File: config.mk
export PLATFORM = sky130hd
export DESIGN_NAME = proc_mem_loader
export DESIGN_NICKNAME = d
export VERILOG_FILES = /design/src/rtl/proc_loader_pkg.sv /design/src/rtl/proc_loader_sum.sv /design/src/rtl/proc_mem_loader.sv
export SDC_FILE = /design/constraint.sdc
export NUM_CORES = 1
export LEC_CHECK = 0
export CORE_MARGIN = 3
export CORE_UTILIZATION = 40
export CTS_CLUSTER_DIAMETER = 100
export DETAILED_ROUTE_END_ITERATION = 6
export HOLD_SLACK_MARGIN = 0.08
export SYNTH_ARGS = -nofsm -noshare
export SYNTH_HDL_FRONTEND = slang
export SYNTH_SLANG_ARGS = --single-unit
File: constraint.sdc
create_clock -name clk -period 25.5 [get_ports clk]
set_clock_uncertainty 0.2 [all_clocks]
set_input_delay 5.1 -clock clk [delete_from_list [all_inputs] [get_ports clk]]
set_output_delay 5.1 -clock clk [all_outputs]
set_load 0.05 [all_outputs]
File: src/rtl/proc_loader_pkg.sv
// Shared types and constants for the processor memory loader.
package proc_loader_pkg;

  typedef enum logic [2:0] {
    IDLE,
    WRITE,
    VERIFY,
    CHECK,
    DONE,
    ERROR
  } state_t;

  localparam logic MEMREQ_READ  = 1'b0;
  localparam logic MEMREQ_WRITE = 1'b1;

  localparam int unsigned WORD_BYTES = 4;

  // Byte address forced onto a word boundary.
  function automatic logic [31:0] align_word(input logic [31:0] addr);
    return {addr[31:2], 2'b00};
  endfunction

endpackage

File: src/rtl/proc_loader_sum.sv
// 32-bit clearable accumulator, wraps modulo 2^32.
module proc_loader_sum (
  input  logic        clk,
  input  logic        rst,
  input  logic        clr,
  input  logic        en,
  input  logic [31:0] din,
  output logic [31:0] sum
);

  logic [31:0] r_sum;

  // Clear has priority over accumulate so a new load always starts from zero.
  always_ff @(posedge clk or posedge rst) begin
    if (rst) begin
      r_sum <= '0;
    end else if (clr) begin
      r_sum <= '0;
    end else if (en) begin
      r_sum <= r_sum + din;
    end
  end

  assign sum = r_sum;

endmodule

File: src/rtl/proc_mem_loader.sv
// Loads a word stream into processor data memory, reads it back, compares
// write/readback checksums, and releases the processor only on a match.
//
// state  | meaning
// IDLE   | waiting for start, processor held in reset
// WRITE  | accepting stream words and issuing one write per accepted word
// VERIFY | one read per cycle over the loaded range, summing read data
// CHECK  | compare write sum with verify sum
// DONE   | load good, processor released
// ERROR  | checksum mismatch, processor held in reset
module proc_mem_loader
  import proc_loader_pkg::*;
#(
  parameter int CNT_W = 16
) (
  input  logic             clk,
  input  logic             rst,
  input  logic             start,
  input  logic [31:0]      start_addr,
  input  logic [CNT_W-1:0] num_words,
  input  logic             in_val,
  input  logic [31:0]      in_data,
  output logic             in_rdy,
  output logic             ext_dmemreq_val,
  output logic             ext_dmemreq_type,
  output logic [31:0]      ext_dmemreq_addr,
  output logic [31:0]      ext_dmemreq_wdata,
  input  logic [31:0]      ext_dmemresp_rdata,
  output logic             proc_rst,
  output logic             busy,
  output logic             done,
  output logic             error,
  output logic [31:0]      checksum
);

  localparam logic [CNT_W-1:0] CNT_ONE  = CNT_W'(1);
  localparam logic [31:0]      ADDR_INC = 32'(WORD_BYTES);

  state_t           r_state;
  logic [CNT_W-1:0] r_num;
  logic [CNT_W-1:0] r_acc_cnt;
  logic [CNT_W-1:0] r_rd_cnt;
  logic [31:0]      r_wr_addr;
  logic [31:0]      r_rd_addr;
  logic             r_req_val;
  logic             r_req_type;
  logic [31:0]      r_req_addr;
  logic [31:0]      r_req_wdata;
  logic             r_proc_rst;
  logic             r_busy;
  logic             r_done;
  logic             r_error;

  logic             w_start_ok;
  logic             w_hs;
  logic             w_in_verify;
  logic             w_rd_val;
  logic [CNT_W-1:0] w_rd_cnt_inc;
  logic             w_wr_sum_en;
  logic [31:0]      w_wr_sum;
  logic [31:0]      w_rd_sum;

  assign w_start_ok   = start && (r_state inside {IDLE, DONE, ERROR});
  assign in_rdy       = (r_state == WRITE) && (r_acc_cnt != r_num);
  assign w_hs         = in_val && in_rdy;
  assign w_in_verify  = (r_state == VERIFY);
  assign w_rd_val     = w_in_verify && (r_rd_cnt != r_num);
  assign w_rd_cnt_inc = r_rd_cnt + CNT_ONE;
  assign w_wr_sum_en  = r_req_val && (r_req_type == MEMREQ_WRITE);

  proc_loader_sum u_wr_sum (
    .clk (clk),
    .rst (rst),
    .clr (w_start_ok),
    .en  (w_wr_sum_en),
    .din (r_req_wdata),
    .sum (w_wr_sum)
  );

  proc_loader_sum u_rd_sum (
    .clk (clk),
    .rst (rst),
    .clr (w_start_ok),
    .en  (w_rd_val),
    .din (ext_dmemresp_rdata),
    .sum (w_rd_sum)
  );

  // Reads are decoded straight from the state/address registers so read data
  // returned in the same cycle can be summed without an extra pipeline stage.
  assign ext_dmemreq_val   = w_in_verify ? w_rd_val    : r_req_val;
  assign ext_dmemreq_type  = w_in_verify ? MEMREQ_READ : r_req_type;
  assign ext_dmemreq_addr  = w_in_verify ? r_rd_addr   : r_req_addr;
  assign ext_dmemreq_wdata = r_req_wdata;

  assign proc_rst = r_proc_rst;
  assign busy     = r_busy;
  assign done     = r_done;
  assign error    = r_error;
  assign checksum = w_wr_sum;

  // Sequencer: state, counters, address pointers, write issue stage, status flags.
  always_ff @(posedge clk or posedge rst) begin
    if (rst) begin
      r_state     <= IDLE;
      r_num       <= '0;
      r_acc_cnt   <= '0;
      r_rd_cnt    <= '0;
      r_wr_addr   <= '0;
      r_rd_addr   <= '0;
      r_req_val   <= 1'b0;
      r_req_type  <= MEMREQ_READ;
      r_req_addr  <= '0;
      r_req_wdata <= '0;
      r_proc_rst  <= 1'b1;
      r_busy      <= 1'b0;
      r_done      <= 1'b0;
      r_error     <= 1'b0;
    end else begin
      r_req_val  <= 1'b0;
      r_req_type <= MEMREQ_READ;
      case (r_state)
        IDLE, DONE, ERROR: begin
          if (w_start_ok) begin
            r_num      <= num_words;
            r_acc_cnt  <= '0;
            r_rd_cnt   <= '0;
            r_wr_addr  <= align_word(start_addr);
            r_rd_addr  <= align_word(start_addr);
            r_state    <= WRITE;
            r_proc_rst <= 1'b1;
            r_busy     <= 1'b1;
            r_done     <= 1'b0;
            r_error    <= 1'b0;
          end
        end
        WRITE: begin
          if (w_hs) begin
            r_req_val   <= 1'b1;
            r_req_type  <= MEMREQ_WRITE;
            r_req_addr  <= r_wr_addr;
            r_req_wdata <= in_data;
            r_wr_addr   <= r_wr_addr + ADDR_INC;
            r_acc_cnt   <= r_acc_cnt + CNT_ONE;
          end
          // Once all words are accepted the stage holds at most the last
          // word, which issues this cycle, so it is drained by the next one.
          if (r_acc_cnt == r_num) begin
            r_state <= VERIFY;
          end
        end
        VERIFY: begin
          if (w_rd_val) begin
            r_rd_addr <= r_rd_addr + ADDR_INC;
            r_rd_cnt  <= w_rd_cnt_inc;
          end
          if (!w_rd_val || (w_rd_cnt_inc == r_num)) begin
            r_state <= CHECK;
          end
        end
        CHECK: begin
          r_busy <= 1'b0;
          if (w_wr_sum == w_rd_sum) begin
            r_state    <= DONE;
            r_done     <= 1'b1;
            r_proc_rst <= 1'b0;
          end else begin
            r_state <= ERROR;
            r_error <= 1'b1;
          end
        end
        default: r_state <= IDLE;
      endcase
    end
  end

endmodule

==> run_1/floorplan.png <==
Bar = 50 µm. Pins as bars on the die edge. Tap cells in grey.
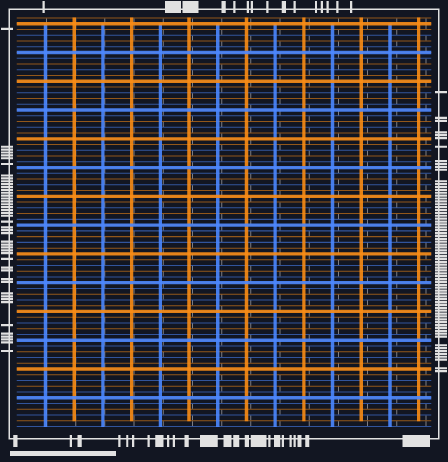
[VDD] orange
[VSS] blue
met5 straps: 14
tap cells: 511
rows: 71
signal pins: 219
met1 rails: 72
Die Y-Extent: 202 µm
IR drop worst, VDD: 113 µV

==> run_1/class_map.png <==
Bar = 50 µm.
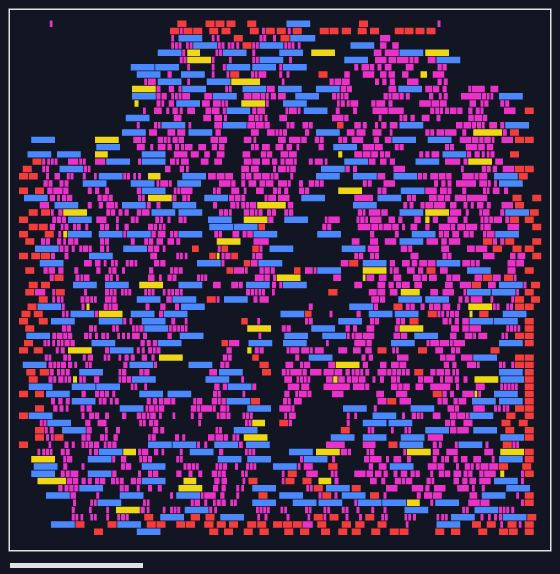
[remaining buffers and delay cells] red | cells: 228 | share of their area: 12%
[remaining logic cells] magenta | cells: 1,535 | share of their area: 49%
[registers] blue | cells: 242 | share of their area: 33%
[clock drivers and dummy loads] yellow | cells: 58 | share of their area: 6.0%
Seq/total area: 31.9%
Final Util: 50.2%

==> run_1/clock_wires.png <==
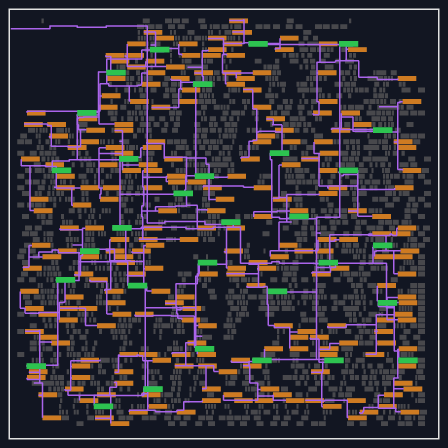
[clock-net drivers] green | count: 31
[clock wires] purple | length: 3,960 µm
[flip-flops] orange | count: 242
routed clock nets: 32
flops lie: spread over the die

==> run_1/layers.png <==
Bar = 50 µm. Only two layers are drawn.
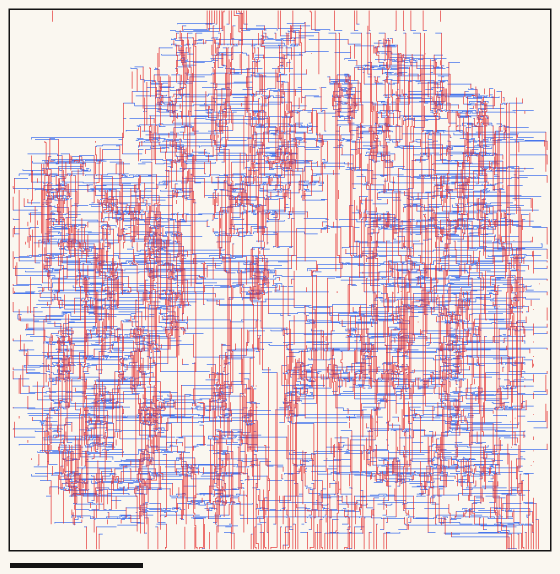
[M2] red | wire length: 22.1 mm
[M1] blue | wire length: 20.6 mm
via count: 14,000
gr usage total: 22.1%
Post-Route WL: 46,200 µm

## run 1: kinds of logic (layout without fill, tap and decap cells)
kind of cell             after synthesis  in the layout  synth area share [%]
AND/OR/NAND/NOR                      784            784                  22.7
flip-flops                           242            242                  39.3
XOR/XNOR                             137            137                  7.78
buffers and inverters                132            321                  3.75
multiplexers                          18             18                  1.19
adder cells (fa/ha/maj)               68             68                  5.62
AND-OR/OR-AND                        491            491                  19.6
other                                  1              2                0.0243
## run 1: per-layer routing
metal / GRT usage, % / part of all wire [%] / wire length (µm) / up-vias
li1: - / - / - / 6897
met1: 29.5 / 45 / 20600 / 6685
met2: 38.0 / 48 / 22100 / 369
met3: 3.37 / 5.2 / 2410 / 68
met4: 5.15 / 2.3 / 1070 / 0
met5: 0 / 0 / 0 / -
## run 1: cell usage in the layout, fill, tap and decap left out, types with 13 or more instances in the layout
| master | count |
|---|---|
| a21o_1 | 35 |
| a21oi_1 | 166 |
| and3_1 | 22 |
| buf_4 | 14 |
| clkbuf_16 | 31 |
| clkdlybuf4s50_1 | 214 |
| dfrtp_1 | 241 |
| ha_1 | 66 |
| inv_1 | 33 |
| mux2i_1 | 15 |
| nand2_1 | 414 |
| nand2b_1 | 13 |
| nand3_1 | 80 |
| nand4_1 | 26 |
| nor2_1 | 127 |
| nor3_1 | 27 |
| nor4_1 | 19 |
| o21ai_0 | 150 |
| o22ai_1 | 26 |
| or3_1 | 13 |
| xnor2_1 | 49 |
| xor2_1 | 88 |
## run 1: sequential cells by signal (all words and copies together) (netlist names)
signal,count
busy,1
done,1
error,1
ext_dmemreq_wdata,32
proc_rst,1
r_acc_cnt,16
r_num,16
r_rd_addr,30
r_rd_cnt,16
r_req_addr,30
r_req_type,1
r_state,3
r_wr_addr,30
u_rd_sum.sum,32
u_wr_sum.sum,32
## run 1: worst max path at each step
stage                     slack [ns]                    to             startpoint  cells after the start
after floorplan                13.56                  busy                    rst                      1
after global placement         17.09      u_rd_sum.sum[24]  ext_dmemresp_rdata[0]                     13
after detailed placement       17.05      u_rd_sum.sum[24]  ext_dmemresp_rdata[0]                     13
after CTS                      16.67  ext_dmemreq_addr[23]             r_state[1]                      6
after global routing           16.44  ext_dmemreq_addr[22]             r_state[1]                      6
final                          16.65  ext_dmemreq_addr[23]             r_state[1]                      6
## run 1: metrics by stage
stage | std cells | power (µW) | util, %
floorplan | 1874 | 1730 | -
global placement | 2516 | 2130 | 47.3
detailed placement | 2516 | 2150 | 47.3
CTS | 2574 | 2640 | 50.2
global route | 2574 | 2810 | 50.2
finish | 2574 | 2620 | 50.2
## run 1: area by class of cell
cell class / instances / area, µm²
fillers: 3655 / 18800
well taps: 511 / 639
clock inverters: 14 / 188
clock buffers: 44 / 905
inverters: 35 / 139
multi-input cells: 1500 / 8820
flip-flops and latches: 242 / 6060
repair buffers: 228 / 2250
## run 1: power by group
part           total (µW)  leakage, µW  internal, µW  switching [µW]
combinational        1430      0.00512           515             912
sequential            723      0.00303           540             184
clock                 468     0.000543           287             181
## run 1: worst min-delay path, delay by kind of cell, from the launching register on
kind	cells	cell delay, ns
simple gates	2	0.09
flops	1	0.37
==> results.ini, run 1 <==
[detailed_routing]
wire_per_inst_um = 17.9
dr.first_iter.drc_count = 895
avgViaCountPerCell = 5.45
drc = 0
first_pass_iters = 5

[clock_network]
clkTransAtPathRegs_ns = 0.06
cts.repair.resized = 0
cts_tree = built
cts_setup_buffers = 0
cts_buffers = 31
cts_buffer_depth = 3

[flow_run]
cap_violations = 0
warnings = 30

[timing]
fin_crit_ns = 8.85
finalMaxSlewViolations = 0
rsz0062_at_grt = false
fin_ws_ns = 16.65
clock.fmax_mhz = 113

[layout]
fin_area_um2 = 19000
syn_to_final_growth_pct = 23.2
layout.nets = 2222
drive_gt1_share_pct = 5.33

[placed_design]
place_congestion = 0.867
placement.cell_area_um2 = 17900
portBuffers = 214
place_ws_ns = 17.05

[worst_setup_path]
worstPathArrival_ns = 3.55
crit_family = buffers and inverters
crit_fanout = 85
r2r-start = r_state[2]
r2r_slack_ns = 21.51
cp_slowest_cell = clkdlybuf4s50_1
worst_setup_path_end_kind = output port

[die]
die-area_um2 = 40900
floorplan.core_util_pct = 40.7
rows = 71
core_um2 = 37800
die_x_um = 202

[synth]
synth_seq_share_pct = 39.3
ys_chip_area_um2 = 15400
synth_area_per_cell_um2 = 8.23
netlist_area_um2 = 15400
yosysUniqueCellTypes = 96
synth_cells = 1873
ff_type = dfrtp_1
top_cell_area_share_pct = 39.1

[power_and_ir_drop]
power_leakage_uw = 0.00869

[run_status]
status = finished, final reports clean

[global_route]
grt_max_degree = 101
grt_pass1_wl_um = 74200

[worst_hold_path]
min_from = proc_rst
worstHoldPathType = reg2reg
hold-path-endpoint = proc_rst
hold_depth = 2

--- run 2 (diff from run 1) ---
==> constraint.sdc (replaced) <==
create_clock -name clk -period 8.2 [get_ports clk]
set_clock_uncertainty 0.2 [all_clocks]
set_input_delay 1.64 -clock clk [delete_from_list [all_inputs] [get_ports clk]]
set_output_delay 1.64 -clock clk [all_outputs]
set_load 0.05 [all_outputs]
==> run_2/clock_wires.png <==
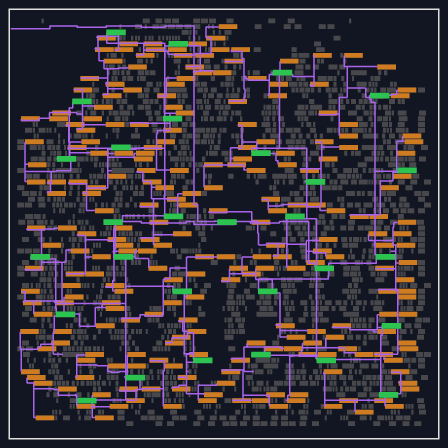
share of power burned in the clock network: 16.7%
clk latency late pin: 0.57 ns
clock network power: 1340 µW

==> run_2/placed.png <==
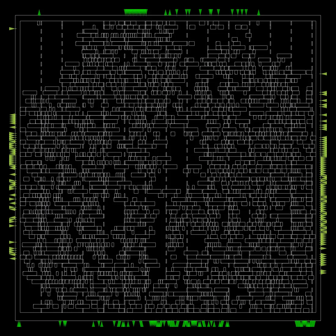
cell row count: 71
core region area: 37,800 µm²
Seq/total area: 32.1%

==> run 2 against run 1 <==
- global-route usage down 0.35 points
- die area did not move
- hold slack improved by 0.0048 ns
- register-to-register slack lost 18 ns
- sequential cell count stayed put
- first-iteration DRC count rose by 7.4%
- worst setup slack worse by 14 ns
- highest routed layer unchanged
==> results.ini, run 2 <==
[global_route]
use_met1_pct = 29.7
met2_usage_pct = 36.9
globalRoute.busiestLayer = met2
globalRouteMet3Util_pct = 2.72
grt_max_degree = 165
grt_usage_pct = 21.8
grt_pass1_wl_um = 73300
grt_pass1_vias = 13500

[timing]
finalMaxSlewViolations = 0
fin_ws_ns = 3.06
fin_crit_ns = 5.14
clock.fmax_mhz = 194
rsz0062_at_grt = false

[synth]
top_cell_area_share_pct = 39.1
netlist_area_um2 = 15400
yosysUniqueCellTypes = 96
synth_cells = 1873
synth_seq_share_pct = 39.3
ys_chip_area_um2 = 15400
ff_type = dfrtp_1

[layout]
fin_cells = 2569
final_cell_mix = nand2_1, dfrtp_1, clkdlybuf4s50_1
final_util_pct = 49.9
layout.nets = 2220
layout_top_cell = nand2_1
drive_gt1_share_pct = 4.96

[detailed_routing]
first_pass_iters = 6
avgViaCountPerCell = 5.49
vias = 14100
wire_per_inst_um = 17.7
drc = 0
wl_um = 45500

[clock_network]
cts.repair.resized = 0
clock_sinks = 242
cts_tree = built
cts_buffer_depth = 3
cts_buffers = 29
clkTransAtPathRegs_ns = 0.06

[worst_setup_path]
worstPathArrival_ns = 3.30
crit_path_end = ext_dmemreq_addr[23]
crit_fanout = 86
r2r_slack_ns = 3.82
worst_setup_path_end_kind = output port
r2r-start = r_state[2]
cp-startpoint = r_state[1]
rr_endpoint = r_acc_cnt[14]

[placed_design]
place.detailed.instances = 2516
place_congestion = 0.868
place_ws_ns = 3.24

[die]
die-area_um2 = 40900
floorplan.core_util_pct = 40.7
die_height_um = 202

[run_status]
status = finished, final reports clean

[flow_run]
cap_violations = 0
warnings = 32

[worst_hold_path]
worstHoldPathType = reg2reg

[power_and_ir_drop]
power_uw = 8010
vdd_drop_max_uv = 309

==> run 2: cell counts after synthesis <==
Identical to the previous run, type by type.
==> run 2: where the power goes <==
| group | internal [µW] | switching, µW |
|---|---|---|
| clock | 803 | 533 |
| sequential | 1680 | 568 |
| combinational | 1600 | 2820 |
| total | 4080 | 3920 |
==> run 2: final cells by class <==
type | instances | area [µm²]
clock buffers | 40 | 797
clock inverters | 13 | 176
fillers | 3699 | 19000
inverters | 35 | 135
multi-input cells | 1500 | 8820
flip-flops and latches | 242 | 6060
well taps | 511 | 639
repair buffers | 228 | 2260
==> run 2: worst max-delay path, stage by stage (launching register included) <==
cell,delay (ns)
dfrtp_1,0.58
inv_1,0.19
nor3_2,0.18
buf_4,0.62
nand2_1,0.11
nand2_1,0.13
clkdlybuf4s50_1,0.82
==> run 2: metal layers <==
| layer | vias to the layer above | wire (µm) |
|---|---|---|
| met5 | - | 0 |
| met3 | 63 | 2250 |
| met1 | 6755 | 20500 |
| li1 | 6891 | - |
| met2 | 393 | 21500 |
| met4 | 0 | 1170 |
==> run 2: kinds of logic after synthesis <==
group                      share of synthesized area [%]
muxes                                               1.19
adders and majority gates                           5.62
AOI/OAI and AO/OA                                   19.6
DFF                                                 39.3
other                                             0.0243
and+or+nand+nor                                     22.7
xor gates and xnor gates                            7.78
buffers and inverters                               3.75
==> run 2: how the worst min path moves through the flow <==
stage                             start            end  slack (ns)  cells after the start
after detailed placement       proc_rst       proc_rst        0.26                      2
after global placement         proc_rst       proc_rst        0.25                      2
after CTS                      proc_rst       proc_rst        0.27                      2
final                          proc_rst       proc_rst        0.26                      2
after floorplan           r_req_addr[6]  r_req_addr[6]        0.25                      2
after global routing      r_req_addr[9]  r_req_addr[9]        0.30                      2
==> run 2: per-stage QoR <==
| step | hold slack [ns] | instance area, µm² |
|---|---|---|
| after floorplan | 0.246 | 15400 |
| after global placement | 0.246 | 17900 |
| after detailed placement | 0.259 | 17900 |
| after CTS | 0.268 | 18900 |
| after global routing | 0.304 | 18900 |
| final | 0.265 | 18900 |
Power figures rest on the tool's default switching activity, not on a simulated workload.
